### config.mk
export PLATFORM = sky130hd
export DESIGN_NAME = pc_unit
export DESIGN_NICKNAME = d
export VERILOG_FILES = /design/src/rtl/riscv_pkg.sv /design/src/rtl/next_pc_sel.sv /design/src/rtl/pc_unit.sv
export SDC_FILE = /design/constraint.sdc
export NUM_CORES = 1
export LEC_CHECK = 0
export CORE_UTILIZATION = 41
export DETAILED_ROUTE_END_ITERATION = 6
export GPL_TIMING_DRIVEN = 0
export PLACE_DENSITY = 0.92
export SLEW_MARGIN = 25
export SYNTH_ARGS = -nofsm -noshare
export SYNTH_HDL_FRONTEND = slang
export SYNTH_HIERARCHICAL = 1
export SYNTH_SLANG_ARGS = --single-unit
export TNS_END_PERCENT = 50
### constraint.sdc
create_clock -name clk -period 2.7 [get_ports clk]
set_input_delay 0.405 -clock clk [delete_from_list [all_inputs] [get_ports clk]]
set_output_delay 0.405 -clock clk [all_outputs]
set_load 0.02 [all_outputs]
### src/rtl/riscv_pkg.sv
// rtl/riscv_pkg.sv - shared fetch-side constants and PC FSM state type (trap state exists only with PC_MISALIGN_TRAP_EN)
package riscv_pkg;

    localparam int XLEN = 32;
    localparam logic [XLEN-1:0] PC_STEP = 32'd4;

`ifdef PC_MISALIGN_TRAP_EN
    typedef enum logic [1:0] {
        BOOT = 2'd0,
        RUN  = 2'd1,
        HOLD = 2'd2,
        TRAP = 2'd3
    } pc_state_e;
`else
    typedef enum logic [1:0] {
        BOOT = 2'd0,
        RUN  = 2'd1,
        HOLD = 2'd2
    } pc_state_e;
`endif

endpackage

### src/rtl/next_pc_sel.sv
// rtl/next_pc_sel.sv - combinational next-PC priority mux (jump > branch > pc+4); macro PC_MISALIGN_TRAP_EN
module next_pc_sel
    import riscv_pkg::*;
(
    input  logic [XLEN-1:0] pc_plus4,
    input  logic            branch_taken,
    input  logic [XLEN-1:0] branch_target,
    input  logic            jump_en,
    input  logic [XLEN-1:0] jump_target,
`ifdef PC_MISALIGN_TRAP_EN
    output logic            misaligned,
`endif
    output logic [XLEN-1:0] next_pc
);

    logic [XLEN-1:0] target;
    logic            target_sel;

    // Pick the redirect source; jump outranks branch, sequential is the fallback
    always_comb begin
        target     = pc_plus4;
        target_sel = 1'b0;
        if (jump_en) begin
            target     = jump_target;
            target_sel = 1'b1;
        end else if (branch_taken) begin
            target     = branch_target;
            target_sel = 1'b1;
        end
    end

`ifdef PC_MISALIGN_TRAP_EN
    // Misaligned redirects are passed through untouched; the FSM turns them into a trap
    assign misaligned = target_sel && (target[1:0] != 2'b00);
    assign next_pc    = target;
`else
    // Without trapping, redirect targets are silently word-aligned
    assign next_pc = target_sel ? {target[XLEN-1:2], 2'b00} : target;
`endif

endmodule

### src/rtl/pc_unit.sv
// rtl/pc_unit.sv - program counter register and fetch-handshake FSM; macro PC_MISALIGN_TRAP_EN
module pc_unit
    import riscv_pkg::*;
#(
    parameter logic [XLEN-1:0] RESET_VECTOR = 32'h0000_0000,
    parameter logic [XLEN-1:0] TRAP_VECTOR  = 32'h0000_0100
) (
    input  logic            clk,
    input  logic            rst_n,
    input  logic            stall,
    input  logic            branch_taken,
    input  logic [XLEN-1:0] branch_target,
    input  logic            jump_en,
    input  logic [XLEN-1:0] jump_target,
    input  logic            fetch_ready,
    output logic [XLEN-1:0] pc,
    output logic [XLEN-1:0] pc_plus4,
    output logic            fetch_valid,
    output logic            misalign_err
);

    pc_state_e       state_q, state_d;
    logic [XLEN-1:0] pc_q, pc_d;
    logic            fetch_valid_q, fetch_valid_d;
    logic            misalign_err_q, misalign_err_d;
    logic [XLEN-1:0] next_pc;
    logic            advance;
`ifdef PC_MISALIGN_TRAP_EN
    logic            misaligned;
`else
    logic            unused_trap_vector;
    assign unused_trap_vector = ^TRAP_VECTOR;
`endif

    assign pc_plus4 = pc_q + PC_STEP;
    assign advance  = fetch_valid_q && fetch_ready && !stall;

    next_pc_sel u_next_pc_sel (
        .pc_plus4      (pc_plus4),
        .branch_taken  (branch_taken),
        .branch_target (branch_target),
        .jump_en       (jump_en),
        .jump_target   (jump_target),
`ifdef PC_MISALIGN_TRAP_EN
        .misaligned    (misaligned),
`endif
        .next_pc       (next_pc)
    );

    // Next-state logic: redirect inputs only matter on an advance cycle, otherwise the PC holds
    always_comb begin
        state_d        = state_q;
        pc_d           = pc_q;
        fetch_valid_d  = fetch_valid_q;
        misalign_err_d = 1'b0;
        case (state_q)
            BOOT: begin
                state_d       = RUN;
                fetch_valid_d = 1'b1;
            end
            RUN, HOLD: begin
                fetch_valid_d = 1'b1;
                if (advance) begin
                    pc_d    = next_pc;
                    state_d = RUN;
`ifdef PC_MISALIGN_TRAP_EN
                    if (misaligned) begin
                        pc_d           = TRAP_VECTOR;
                        state_d        = TRAP;
                        fetch_valid_d  = 1'b0;
                        misalign_err_d = 1'b1;
                    end
`endif
                end else begin
                    state_d = HOLD;
                end
            end
`ifdef PC_MISALIGN_TRAP_EN
            TRAP: begin
                state_d       = RUN;
                fetch_valid_d = 1'b1;
            end
`endif
            default: begin
                state_d       = BOOT;
                fetch_valid_d = 1'b0;
            end
        endcase
    end

    // State registers; reset forces the boot vector immediately
    always_ff @(posedge clk or negedge rst_n) begin
        if (!rst_n) begin
            state_q        <= BOOT;
            pc_q           <= RESET_VECTOR;
            fetch_valid_q  <= 1'b0;
            misalign_err_q <= 1'b0;
        end else begin
            state_q        <= state_d;
            pc_q           <= pc_d;
            fetch_valid_q  <= fetch_valid_d;
            misalign_err_q <= misalign_err_d;
        end
    end

    assign pc          = pc_q;
    assign fetch_valid = fetch_valid_q;
`ifdef PC_MISALIGN_TRAP_EN
    assign misalign_err = misalign_err_q;
`else
    assign misalign_err = 1'b0;
`endif

endmodule
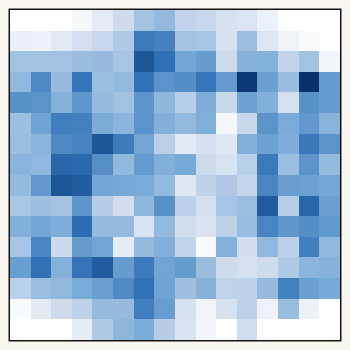
*Routed metal per tile*
Scale: 4 px per um. 16 x 16 tiles, from white (low) to dark blue (high), scaled to the fullest tile. Values are wire area over tile area, all layers added.
- fullest tile: 0.45
- emptiest ninth of the die: south-east
- tiles over half the peak: 33%
total detailed-routing wirelength: 7560 um
Via Count: 2540
average wire per standard cell: 15.5 um
Overall Global Routing Usage: 22.5%

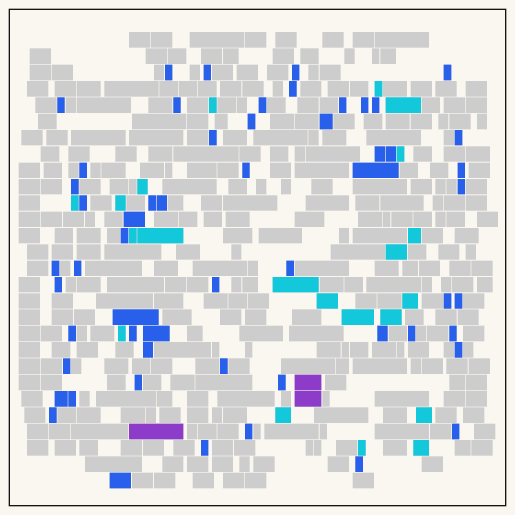
*Gate-type map*
Scale: 6 px per um.
- blue: NAND gates (cells 56; most used nand2_1; where widely spread)
- cyan: NOR gates (cells 21; most used nor2_1)
- purple: adder and majority cells (cells 3; most used ha_1)
final non-filler cell total: 488
dominant logic cell type in the layout: sky130_fd_sc_hd__clkdlybuf4s50_1
share of cell area taken by multi-input logic gates: 38.6%

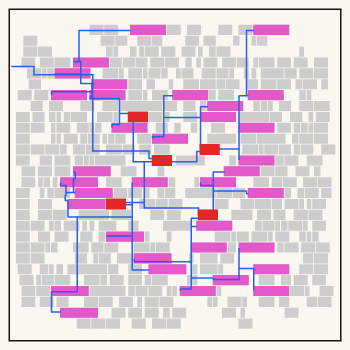
*Clock network drawn from the DEF*
Scale: 4 px per um.
- blue: clock wires (length 489 um)
- red: cells driving clock nets (count 5)
- magenta: flip-flops (count 35)
- routed clock nets: 6
clock network power: 491 uW
Latency at later pin: 280 ps
clock network fraction of design power: 11.8%
maximum clock skew at final layout: 5.30 ps

==> changes_impl.md <==
### Physical design

- Die width: 82.5 um
- Max-slew violations: 0
- Synthesized area per cell: 9.77 um^2
- Largest stage delay on the critical path: 560 ps
- Run status: finished clean
- CTS buffer count: 5
- Top cells by count: sky130_fd_sc_hd__nand2_1 (44), sky130_fd_sc_hd__dfrtp_1 (35), sky130_fd_sc_hd__mux2_2 (32)
- Crit Reg-Reg Startpoint: pc[6]
- Area share of fa/ha/maj cells after synthesis: 1.41%
- # DRC: 0
- Mux share of post-synthesis cell area: 24.9%
- Critical path required time: 2300 ps
- Slowest cell on the critical path: sky130_fd_sc_hd__or4_4
- Number of sinks on the clock net: 35
- Count of yosys warnings during synthesis: 6
- Number of max-capacitance violations reported: 0
- Antenna violations before repair: 0
- Critical path's top delay family: simple AND/OR/NAND/NOR gates
- Most repeated cell in the gate-level netlist after synthesis: sky130_fd_sc_hd__nand2_1
- Total of endpoints with negative setup slack in the final report: 0
- Critical path depth: 6
- Count of library flops with an enable pin: 0
- Leading post-synthesis cells by cell area: sky130_fd_sc_hd__dfrtp_1 (33%), sky130_fd_sc_hd__mux2_2 (14%), sky130_fd_sc_hd__mux2i_1 (11%)
- Number of buffers added for setup after CTS: 2
- Starting density of the core: 43.6%
- Static Leak: 0.00186 uW
- Aggregate global routing overflow: 0
- Placer Congestion: 0.755
- Core area: 6100 um^2
- Buffer depth of the longest clock path: 2
- Full die area: 6800 um^2
- Worst Path Buf+Inv: 2
- Setup slack of the most critical reg-to-reg path: 360 ps
- Period utilization: 97.1%
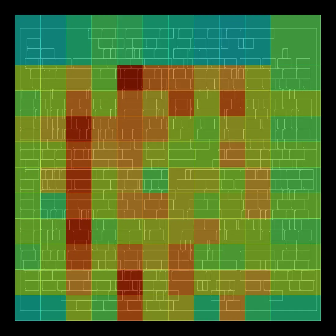
*Routing congestion map*
met3 demand-to-capacity share in global routing: 5.60%
met2 Resource Use GR: 42.6%
fraction of met1 tracks used by global routing: 25.1%
final cell utilization of the core: 69.5%
most used routing layer in global routing: met2

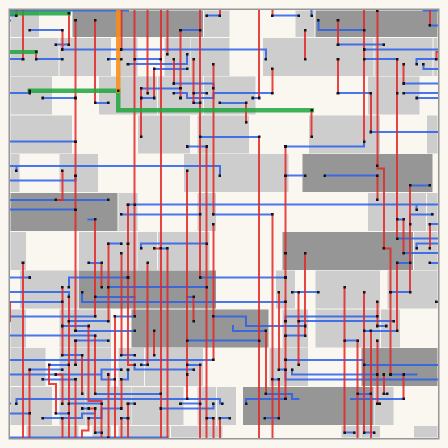
*Close-up of the layout*
Region (26, 10) to (56, 40) um. Cells in grey, sequential cells in the stronger grey; small squares are vias.
- green: met3
- red: met2
- orange: met4
- blue: met1
- netlist names of flops here include: pc (6), state_q (2)
- sequential cells in the window: 9
- cells with their middle in the window: 56
- most frequent: clkdlybuf4s50_1 (9), mux2_2 (6), dfrtp_1 (6)

per-stage QoR:
step / power, uW / instances / hold WS (ps) / setup slack, ps
floorplan: 2440 / 272 / 109 / 221
global placement: 3600 / 475 / 515 / -276
detailed placement: 3670 / 476 / 377 / -311
CTS: 4120 / 485 / 68.1 / -23.3
global route: 4420 / 488 / 78.6 / -2.93
finish: 4170 / 488 / 64.6 / 77.7
metal layers:
metal  vias to the layer above  global-route usage [%]  wire length, um
met5                         -                       0                0
met4                         0                    5.17               55
met3                         8                    5.60              605
met2                        92                    42.6             3870
met1                      1223                    25.1             3030
li1                       1217                       -                -
power by group:
group	internal [uW]	switching (uW)
clock network	299	192
logic	1290	1260
registers	777	353
flip-flops by register name, summed over array words and instances (netlist names):
| signal | cells |
|---|---|
| pc | 32 |
| state_q | 2 |
| fetch_valid | 1 |
how the worst max path moves through the flow:
stage / startpoint / to / slack, ps
after floorplan: pc[2] / pc[22] / 220
after global placement: pc[4] / pc_plus4[29] / -280
after detailed placement: pc[4] / pc_plus4[29] / -310
after CTS: pc[2] / pc_plus4[28] / -20
after global routing: pc[14] / pc_plus4[29] / -3
final: pc[6] / pc_plus4[24] / 80
cells in the final DEF (no fill, tap or decap), drive strengths merged, types with 12 or more instances in the layout:
cell,instances
buf,31
clkdlybuf4s50,108
dfrtp,35
mux2,32
mux2i,30
nand2,44
o21ai,30
xnor2,16
xor2,12
final cells by class:
class                           instances  area [um^2]  area share [%]
Clock inverter                          2         35.0           0.827
Timing Repair Buffer                  134         1320            31.1
Clock buffer                            6         82.6            1.95
Inverter                                9         33.8           0.798
Multi-Input combinational cell        209         1640            38.6
Sequential cell                        35          887            20.9
Buffer                                 18          151            3.57
Tap cell                               75         93.8            2.22
Power and IR drop assume default switching activity.
